Fig. 1: run 1, PDN straps and rails
Drawn at 1 px/um. Pins as bars on the die edge. Tap cells in gray.
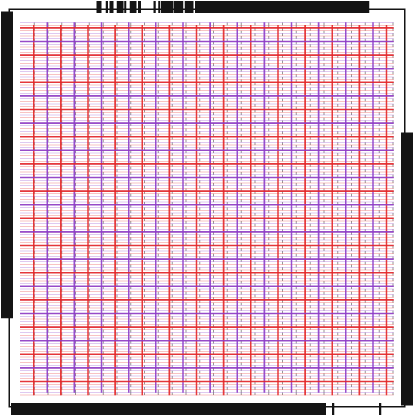
Fig. 2: run 1, placed cells, one color a class
Drawn at 1 px/um. Fill, decap, tap and diode cells in gray.
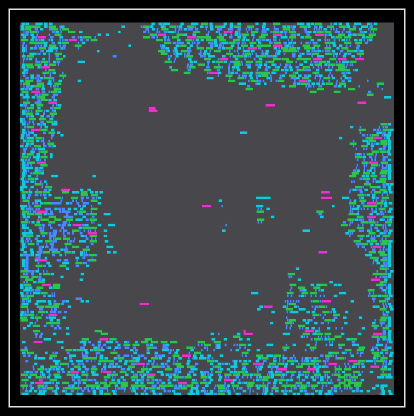
Fig. 3: run 1, clock wires, drivers and flops
Drawn at 1 px/um.
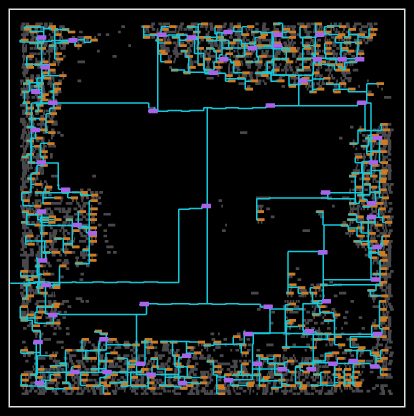
`config.mk`:
```
export PLATFORM = sky130hd
export DESIGN_NAME = instmem_arbiter
export DESIGN_NICKNAME = d
export VERILOG_FILES = /design/src/rtl/instmem_arbiter.sv
export SDC_FILE = /design/constraint.sdc
export NUM_CORES = 1
export LEC_CHECK = 0
export CORE_AREA = 10 10 384 386
export CTS_BUF_LIST = sky130_fd_sc_hd__clkbuf_16
export CTS_CLUSTER_DIAMETER = 150
export CTS_CLUSTER_SIZE = 10
export DETAILED_ROUTE_END_ITERATION = 8
export DIE_AREA = 0 0 394 396
export SLEW_MARGIN = 25
export SYNTH_ARGS = -nofsm -noshare
export SYNTH_HDL_FRONTEND = slang
export SYNTH_SLANG_ARGS = --single-unit
```
`constraint.sdc`:
```
create_clock -name clk -period 4.8 [get_ports clk]
set_clock_uncertainty 0.05 [all_clocks]
set_input_delay 1.2 -clock clk [delete_from_list [all_inputs] [get_ports clk]]
set_output_delay 1.2 -clock clk [all_outputs]
set_load 0.02 [all_outputs]
```
`src/rtl/instmem_arbiter.sv`:
```
// Instruction/data memory arbiter: round-robin between the fetch and data ports.
// Each transaction runs ACCESS, then LAT wait cycles, then a one-cycle ack.
module instmem_arbiter #(
   parameter int ADDR_W = 32,
   parameter int BLK_W  = 128,
   parameter int ALIGN  = 7,
   parameter int LAT    = 4
) (
   input  logic                 clk,
   input  logic                 rst_n,
   input  logic                 f_req,
   input  logic [ADDR_W-1:0]    f_addr,
   output logic                 f_ack,
   output logic [2*BLK_W-1:0]   f_data,
   input  logic                 d_req,
   input  logic                 d_we,
   input  logic [ADDR_W-1:0]    d_addr,
   input  logic [BLK_W-1:0]     d_wdata,
   output logic                 d_ack,
   output logic [BLK_W-1:0]     d_rdata,
   output logic [ADDR_W-1:0]    mem_addr,
   output logic                 mem_rd,
   output logic                 mem_wr,
   output logic [BLK_W-1:0]     mem_wdata,
   input  logic [BLK_W-1:0]     mem_rdata1,
   input  logic [BLK_W-1:0]     mem_rdata2,
   output logic                 busy
);

   typedef enum logic [1:0] {
      S_IDLE,
      S_ACCESS,
      S_WAIT,
      S_RESP
   } state_t;

   localparam logic [ADDR_W-1:0] AMASK =
      {{(ADDR_W-ALIGN){1'b1}}, {ALIGN{1'b0}}};
   localparam logic [3:0] CNT_LD = 4'(LAT - 1);

   state_t              state_q;
   logic [3:0]          cnt_q;
   logic                ptr_q;
   logic                port_q;
   logic                we_q;
   logic                f_ack_q;
   logic                d_ack_q;
   logic                busy_q;
   logic                mem_rd_q;
   logic                mem_wr_q;
   logic [ADDR_W-1:0]   mem_addr_q;
   logic [BLK_W-1:0]    mem_wdata_q;
   logic [2*BLK_W-1:0]  f_data_q;
   logic [BLK_W-1:0]    d_rdata_q;

   // ptr_q=1 means fetch was served last; fetch wins contention otherwise
   logic gnt_f_d;
   assign gnt_f_d = f_req && (!d_req || !ptr_q);

   always_ff @(posedge clk) begin
      if (!rst_n) begin
         state_q     <= S_IDLE;
         cnt_q       <= '0;
         ptr_q       <= 1'b0;
         port_q      <= 1'b0;
         we_q        <= 1'b0;
         f_ack_q     <= 1'b0;
         d_ack_q     <= 1'b0;
         busy_q      <= 1'b0;
         mem_rd_q    <= 1'b0;
         mem_wr_q    <= 1'b0;
         mem_addr_q  <= '0;
         mem_wdata_q <= '0;
         f_data_q    <= '0;
         d_rdata_q   <= '0;
      end else begin
         unique case (state_q)
            S_IDLE: begin
               if (f_req || d_req) begin
                  state_q     <= S_ACCESS;
                  busy_q      <= 1'b1;
                  port_q      <= gnt_f_d;
                  we_q        <= !gnt_f_d && d_we;
                  mem_rd_q    <= gnt_f_d || !d_we;
                  mem_wr_q    <= !gnt_f_d && d_we;
                  mem_addr_q  <= (gnt_f_d ? f_addr : d_addr) & AMASK;
                  mem_wdata_q <= gnt_f_d ? '0 : d_wdata;
               end
            end
            S_ACCESS: begin
               state_q  <= S_WAIT;
               mem_rd_q <= 1'b0;
               mem_wr_q <= 1'b0;
               cnt_q    <= CNT_LD;
            end
            S_WAIT: begin
               if (cnt_q == 4'd0) begin
                  state_q <= S_RESP;
                  if (port_q) begin
                     f_data_q <= {mem_rdata1, mem_rdata2};
                     f_ack_q  <= 1'b1;
                  end else begin
                     if (!we_q) d_rdata_q <= mem_rdata1;
                     d_ack_q <= 1'b1;
                  end
               end else begin
                  cnt_q <= cnt_q - 4'd1;
               end
            end
            S_RESP: begin
               state_q <= S_IDLE;
               f_ack_q <= 1'b0;
               d_ack_q <= 1'b0;
               busy_q  <= 1'b0;
               ptr_q   <= port_q;
            end
            default: state_q <= S_IDLE;
         endcase
      end
   end

   assign f_ack     = f_ack_q;
   assign d_ack     = d_ack_q;
   assign busy      = busy_q;
   assign mem_rd    = mem_rd_q;
   assign mem_wr    = mem_wr_q;
   assign mem_addr  = mem_addr_q;
   assign mem_wdata = mem_wdata_q;
   assign f_data    = f_data_q;
   assign d_rdata   = d_rdata_q;

endmodule
```
==> results.txt, run 1 <==
fresh numbers from the pnr run: Synth Register Bits 551, count of buffering cells on the critical path with inverters included 1, crit path max-delay cell type sky130_fd_sc_hd__clkdlybuf4s50_1, global-route congestion overflow total 0, setup repair bufs after CTS 0, core utilization at floorplan 15.6%, and+or+nand+nor area frac 12.6%, Bufs on Longest Clock Path 3, Top Metal Used met5, via count of the routed design 23,300, most used cells in the layout excluding fill and tap cells 979 x sky130_fd_sc_hd__clkdlybuf4s50_1, 549 x sky130_fd_sc_hd__dfxtp_1, 519 x sky130_fd_sc_hd__a21oi_1, 388 x sky130_fd_sc_hd__nand3_1, first drt pass iteration count 8, highest cell delay on the worst timing path 0.94 ns, number of cells upsized or downsized after cts 0, DRT iter0 DRCs 1,683, combinational family with the most area after synthesis AND-OR/OR-AND gates, sum of routed wire length over all layers 123 mm, final design instance area without fill 34,600 um^2, max frequency 313 MHz, r2r setup slk 1.86 ns, post-synthesis sequential area ratio 50.8%, post-synthesis xor/xnor area fraction 0%, cts-stage hold buffer count 0, destination of the worst register-to-register timing path d_rdata[107], static leakage power 10.7 nW, number of antenna violations at the first check in global routing 25, post-synthesis cell count 2,582, compound-cell area share of the yosys netlist 28.0%, hold crit path type register to register, share of synthesized registers carrying an async set or reset 0%, total number of clock tree sinks 551, CTS tree built, maximum capacitance violations 0, normalized max-slew margin 36.1%, Mean Syn Cell Area 8.42 um^2, number of primary I/O pins 1,002, total number of yosys warnings 0, category of the worst setup path capture point primary output, startpoint of the worst setup timing path f_data[0], family with the most delay on the worst path buffers and inverters, result of the run completed, OpenROAD warnings 60, maximum number of pins on one net before global-route repair 125, final cell count without fillers 5,266, met3 usage 5.79%, largest fanout of any net on the critical path 2, number of cells in the yosys synthesis report 2,582, area share of the leading cell type in the synthesized netlist 50.8%, adder-cell area share of the yosys netlist 0.345%, share of final-layout standard cells stronger than drive strength 1 4.35%, Buffers on Ports 980, top cells by area sky130_fd_sc_hd__dfxtp_1 51%, sky130_fd_sc_hd__a21oi_1 12%, sky130_fd_sc_hd__nand3_1 8.9%, sky130_fd_sc_hd__o2111ai_1 5.2%, sky130_fd_sc_hd__o21ai_0 4.8%, wire length on met1 47.1 mm, routed length on met2 60.7 mm, global-route wire length before repair 171 mm, kind of launch point of the worst setup path register, combined area of all synthesized cells 21,700 um^2, Post-synth top cells 551 x sky130_fd_sc_hd__dfxtp_1, 519 x sky130_fd_sc_hd__a21oi_1, 388 x sky130_fd_sc_hd__nand3_1, 207 x sky130_fd_sc_hd__o21ai_0, 207 x sky130_fd_sc_hd__o21ai_1, Clock Root Buffer sky130_fd_sc_hd__clkbuf_16, area figure in the yosys stat output 21,700 um^2, weighted congestion reported at the end of routability-driven placement 0.895, dominant cell by count in the synthesized netlist sky130_fd_sc_hd__dfxtp_1, DR WL/cell 23.3 um, PD cells 418 nW/um^2, Hold Fails Final Rpt 0, placed cell count 5,188, DP HPWL 92.2 mm, critical path cell sequence clkdlybuf4s50_1, vias in the first global route 22,400, number of buffers created by CTS 61, R2R cell count 7
About Fig. 1:
Key: purple = VDD; red = VSS
27 straps on met5. The core has 137 rows. 27 straps on met4.
DIE WIDTH: 394 um
y dimension of the die: 396 um
Floorplan Core Area: 139,000 um^2
IR Drop Worst-Case VDD: 0.317 mV

About Fig. 2:
Key: cyan = remaining buffers and delay cells [cells 1,048, share of their area 33%]; blue = remaining logic cells [cells 1,714, share of their area 28%]; green = registers [cells 551, share of their area 34%]; magenta = clock drivers and dummy loads [cells 67, share of their area 4.9%]
sequential cell area share: 31.9%
Finished Core Util: 24.9%
Placement Rows: 137

About Fig. 3:
Key: orange = flip-flops [count 551]; purple = clock-net drivers [count 61]; cyan = clock wires [length 8,870 um]
Position of the flops: spread over the die. There are 62 routed clock nets.
Insertion Delay late pin: 0.65 ns
power attributed to the clock group: 4.21 mW
clock network fraction of total power: 29.1%

-- run 1: worst min path at each step --
stage                              from       endpoint  depth (start not counted)  slack [ns]
after floorplan                    we_q           we_q                          2        0.40
after global placement    mem_wdata[14]  mem_wdata[14]                          2        0.39
after detailed placement  mem_wdata[76]  mem_wdata[76]                          2        0.39
after CTS                 mem_wdata[28]  mem_wdata[28]                          2        0.40
after global routing       mem_wdata[1]   mem_wdata[1]                          2        0.42
final                     mem_wdata[11]  mem_wdata[11]                          2        0.40
-- run 1: metrics by stage --
stage	setup WS, ns	hold WS [ns]	utilization [%]	total power [mW]
after floorplan	2.58	0.395	-	8.10
after global placement	1.49	0.389	23.7	10.4
after detailed placement	1.46	0.393	23.7	10.4
after CTS	1.50	0.400	24.9	14.7
after global routing	1.39	0.416	24.9	15.2
final	1.61	0.399	24.9	14.5
-- run 1: flip-flops by register name, indices dropped and copies added, names as in the netlist, 2 cells and up --
name	count
f_data	256
d_rdata	128
mem_wdata	128
mem_addr	25
cnt_q	4
state_q	2
-- run 1: kinds of logic (layout without fill, tap and decap cells) --
kind of cell	Yosys count	count (layout)
buffers and inverters	331	1123
AOI/OAI and AO/OA	1103	1103
adders and majority gates	6	6
and+or+nand+nor	588	588
muxes	2	2
other	1	17
DFF	551	551
-- run 1: cell type report --
type	count	area, um^2
multi-input cells	1706	8990
flip-flops and latches	551	11000
diodes	10	25.0
clock buffers	61	1530
inverters	8	47.5
repair buffers	1048	10600
well taps	1876	2350
fillers	15200	105000
clock inverters	6	66.3
-- run 1: report_power, final --
| group | switching, mW | internal (mW) | leakage [nW] |
|---|---|---|---|
| logic | 3.21 | 1.69 | 5.46 |
| registers | 0.316 | 5.04 | 4.46 |
| clock network | 1.93 | 2.27 | 0.792 |
Fig. 4: run 1, routing congestion
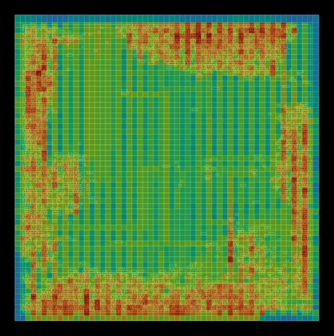

==> run 1 -> run 2 <==
- clock period: 4.8 -> 2.7 ns (I/O delays scaled with it)
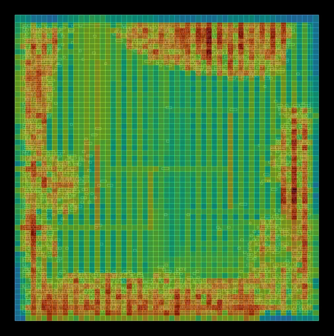
Fig. 5. Routing congestion (run 2).
Finished Core Util: 25.2%
met2 GRT Util: 25.5%
met3 usage: 5.01%
layer with the highest usage: met2

==> run 2 against run 1 <==
Wire length up 0.30%. Critical path depth did not move. Clock power is 74% higher. Sequential share of layout area fell by 0.34 points. Clock-buffer cell count did not move. Synthesized area unchanged. Via count up 0.12%. Largest power group unchanged. Highest routed layer unchanged.
==> results.txt, run 2 <==
fresh numbers from the pnr run: weighted congestion reported at the end of routability-driven placement 0.886, category of the worst setup path capture point primary output, sum of routed wire length over all layers 123 mm, DR WL/cell 23.2 um, Buffers on Ports 980, post-route ant nets 0, group drawing the most power sequential cells, share of synthesized registers carrying an async set or reset 0%, combinational fraction of design power 35.4%, setup repair bufs after CTS 0, Mean Syn Cell Area 8.42 um^2, worst hold slack across all endpoints 0.399 ns, OpenROAD warnings 50, critical path cell sequence clkdlybuf4s50_1, share of power burned in registers 36.4%, total number of yosys warnings 0, most frequent logic cell in the layout sky130_fd_sc_hd__clkdlybuf4s50_1, number of flip-flops under the largest register name 256, max frequency 383 MHz, Post-synth top cells 551 x sky130_fd_sc_hd__dfxtp_1, 519 x sky130_fd_sc_hd__a21oi_1, 388 x sky130_fd_sc_hd__nand3_1, 207 x sky130_fd_sc_hd__o21ai_0, 207 x sky130_fd_sc_hd__o21ai_1, DIE WIDTH 394 um, clock network fraction of total power 28.2%, normalized max-slew margin 33.2%, Area growth syn-to-layout 61.1%, crit path max-delay cell type sky130_fd_sc_hd__clkdlybuf4s50_1, static leakage power 10.9 nW, number of buffers created by CTS 61, post-synthesis sequential area ratio 50.8%, family with the most delay on the worst path buffers and inverters, result of the run completed, DRT iter0 DRCs 1,741, number of antenna violations at the first check in global routing 26, hold crit path type register to register, cts-stage hold buffer count 0, vias in the first global route 22,700, global-route wire length before repair 172 mm, combined area of all synthesized cells 21,700 um^2, maximum number of pins on one net before global-route repair 110, highest cell delay on the worst timing path 0.70 ns, CTS tree built, maximum capacitance violations 0, sequential cell power 9.46 mW, post-synthesis cell count 2,582, via count of the routed design 23,400, top cells by area sky130_fd_sc_hd__dfxtp_1 51%, sky130_fd_sc_hd__a21oi_1 12%, sky130_fd_sc_hd__nand3_1 8.9%, sky130_fd_sc_hd__o2111ai_1 5.2%, sky130_fd_sc_hd__o21ai_0 4.8%, Floorplan Core Area 139,000 um^2, Hold Fails Final Rpt 0, PD cells 743 nW/um^2, largest fanout of any net on the critical path 2, number of primary I/O pins 1,002, P_comb 9.21 mW, Synth Register Bits 551, total number of clock tree sinks 551, Bufs on Longest Clock Path 3, most used cells in the layout excluding fill and tap cells 972 x sky130_fd_sc_hd__clkdlybuf4s50_1, 549 x sky130_fd_sc_hd__dfxtp_1, 519 x sky130_fd_sc_hd__a21oi_1, 388 x sky130_fd_sc_hd__nand3_1, number of cells in the yosys synthesis report 2,582, global-route congestion overflow total 0, power attributed to the clock group 7.34 mW, count of library flops with an enable pin 0, Insertion Delay late pin 0.64 ns, IR Drop Worst-Case VDD 0.528 mV, number of cells upsized or downsized after cts 4, Clock Root Buffer sky130_fd_sc_hd__clkbuf_16, Placement Rows 137, area share of the leading cell type in the synthesized netlist 50.8%, internal power consumption 16.2 mW
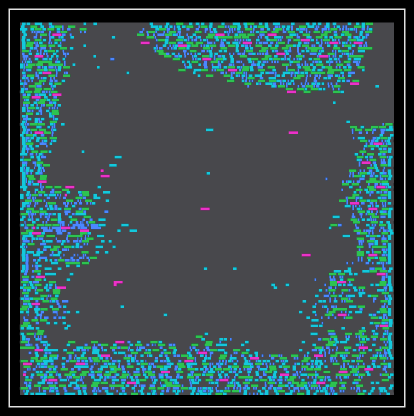
Fig. 6. Placed cells, one color a class (run 2).
Drawn at 1 px/um. Fill, decap, tap and diode cells in gray.
Key: blue = remaining logic cells [cells 1,714, share of their area 28%]; magenta = clock drivers and dummy loads [cells 67, share of their area 4.8%]; green = registers [cells 551, share of their area 34%]; cyan = remaining buffers and delay cells [cells 1,081, share of their area 34%]
final design instance area without fill: 35,000 um^2
sequential cell area share: 31.5%

[run 2: cell counts after synthesis]
Identical to the previous run, type by type.
[run 2: worst paths after layout]
check | start | to | slack, ns | depth (start not counted)
setup / recovery | f_data[3] | f_data[3] | 0.09 | 1
hold / removal | mem_wdata[12] | mem_wdata[12] | 0.40 | 2
setup reg to reg | state_q[0] | f_data[7] | 0.30 | 7
hold reg to reg | mem_wdata[12] | mem_wdata[12] | 0.40 | 2
[run 2: layout make-up]
type / count / area [um^2]
clock inverters: 6 / 37.5
fillers: 15200 / 104000
clock buffers: 61 / 1530
repair buffers: 1081 / 11000
inverters: 8 / 47.5
flip-flops and latches: 551 / 11000
diodes: 10 / 25.0
well taps: 1876 / 2350
multi-input cells: 1706 / 8990
[run 2: metrics by stage]
stage               cell area [um^2]  worst slack (ns)  std cells  total power [mW]
finish                         35000            0.0923       5299              26.0
global route                   35000            0.0282       5299              27.2
detailed placement             33400             0.282       5222              18.9
floorplan                      21800              1.01       2588              14.4
global placement               33400             0.284       5222              18.8
CTS                            35000           0.00491       5289              26.3
[run 2: routing by layer]
metal | GRT usage (%) | share of wire [%] | vias up | routed length (um)
met4 | 4.03 | 2.3 | 14 | 2870
li1 | - | - | 11000 | -
met3 | 5.01 | 8.9 | 149 | 11000
met2 | 25.5 | 50 | 950 | 61100
met1 | 16.9 | 39 | 11300 | 47900
met5 | 0 | 0.097 | - | 119
[run 2: cell families after synthesis]
kind of cell             share of synthesized area (%)
flip-flops                                        50.8
adder cells (fa/ha/maj)                          0.345
other                                           0.0173
AND/OR/NAND/NOR                                   12.6
multiplexers                                    0.0921
buffers and inverters                             8.20
AND-OR/OR-AND                                     28.0
Power figures rest on the tool's default switching activity, not on a simulated workload.
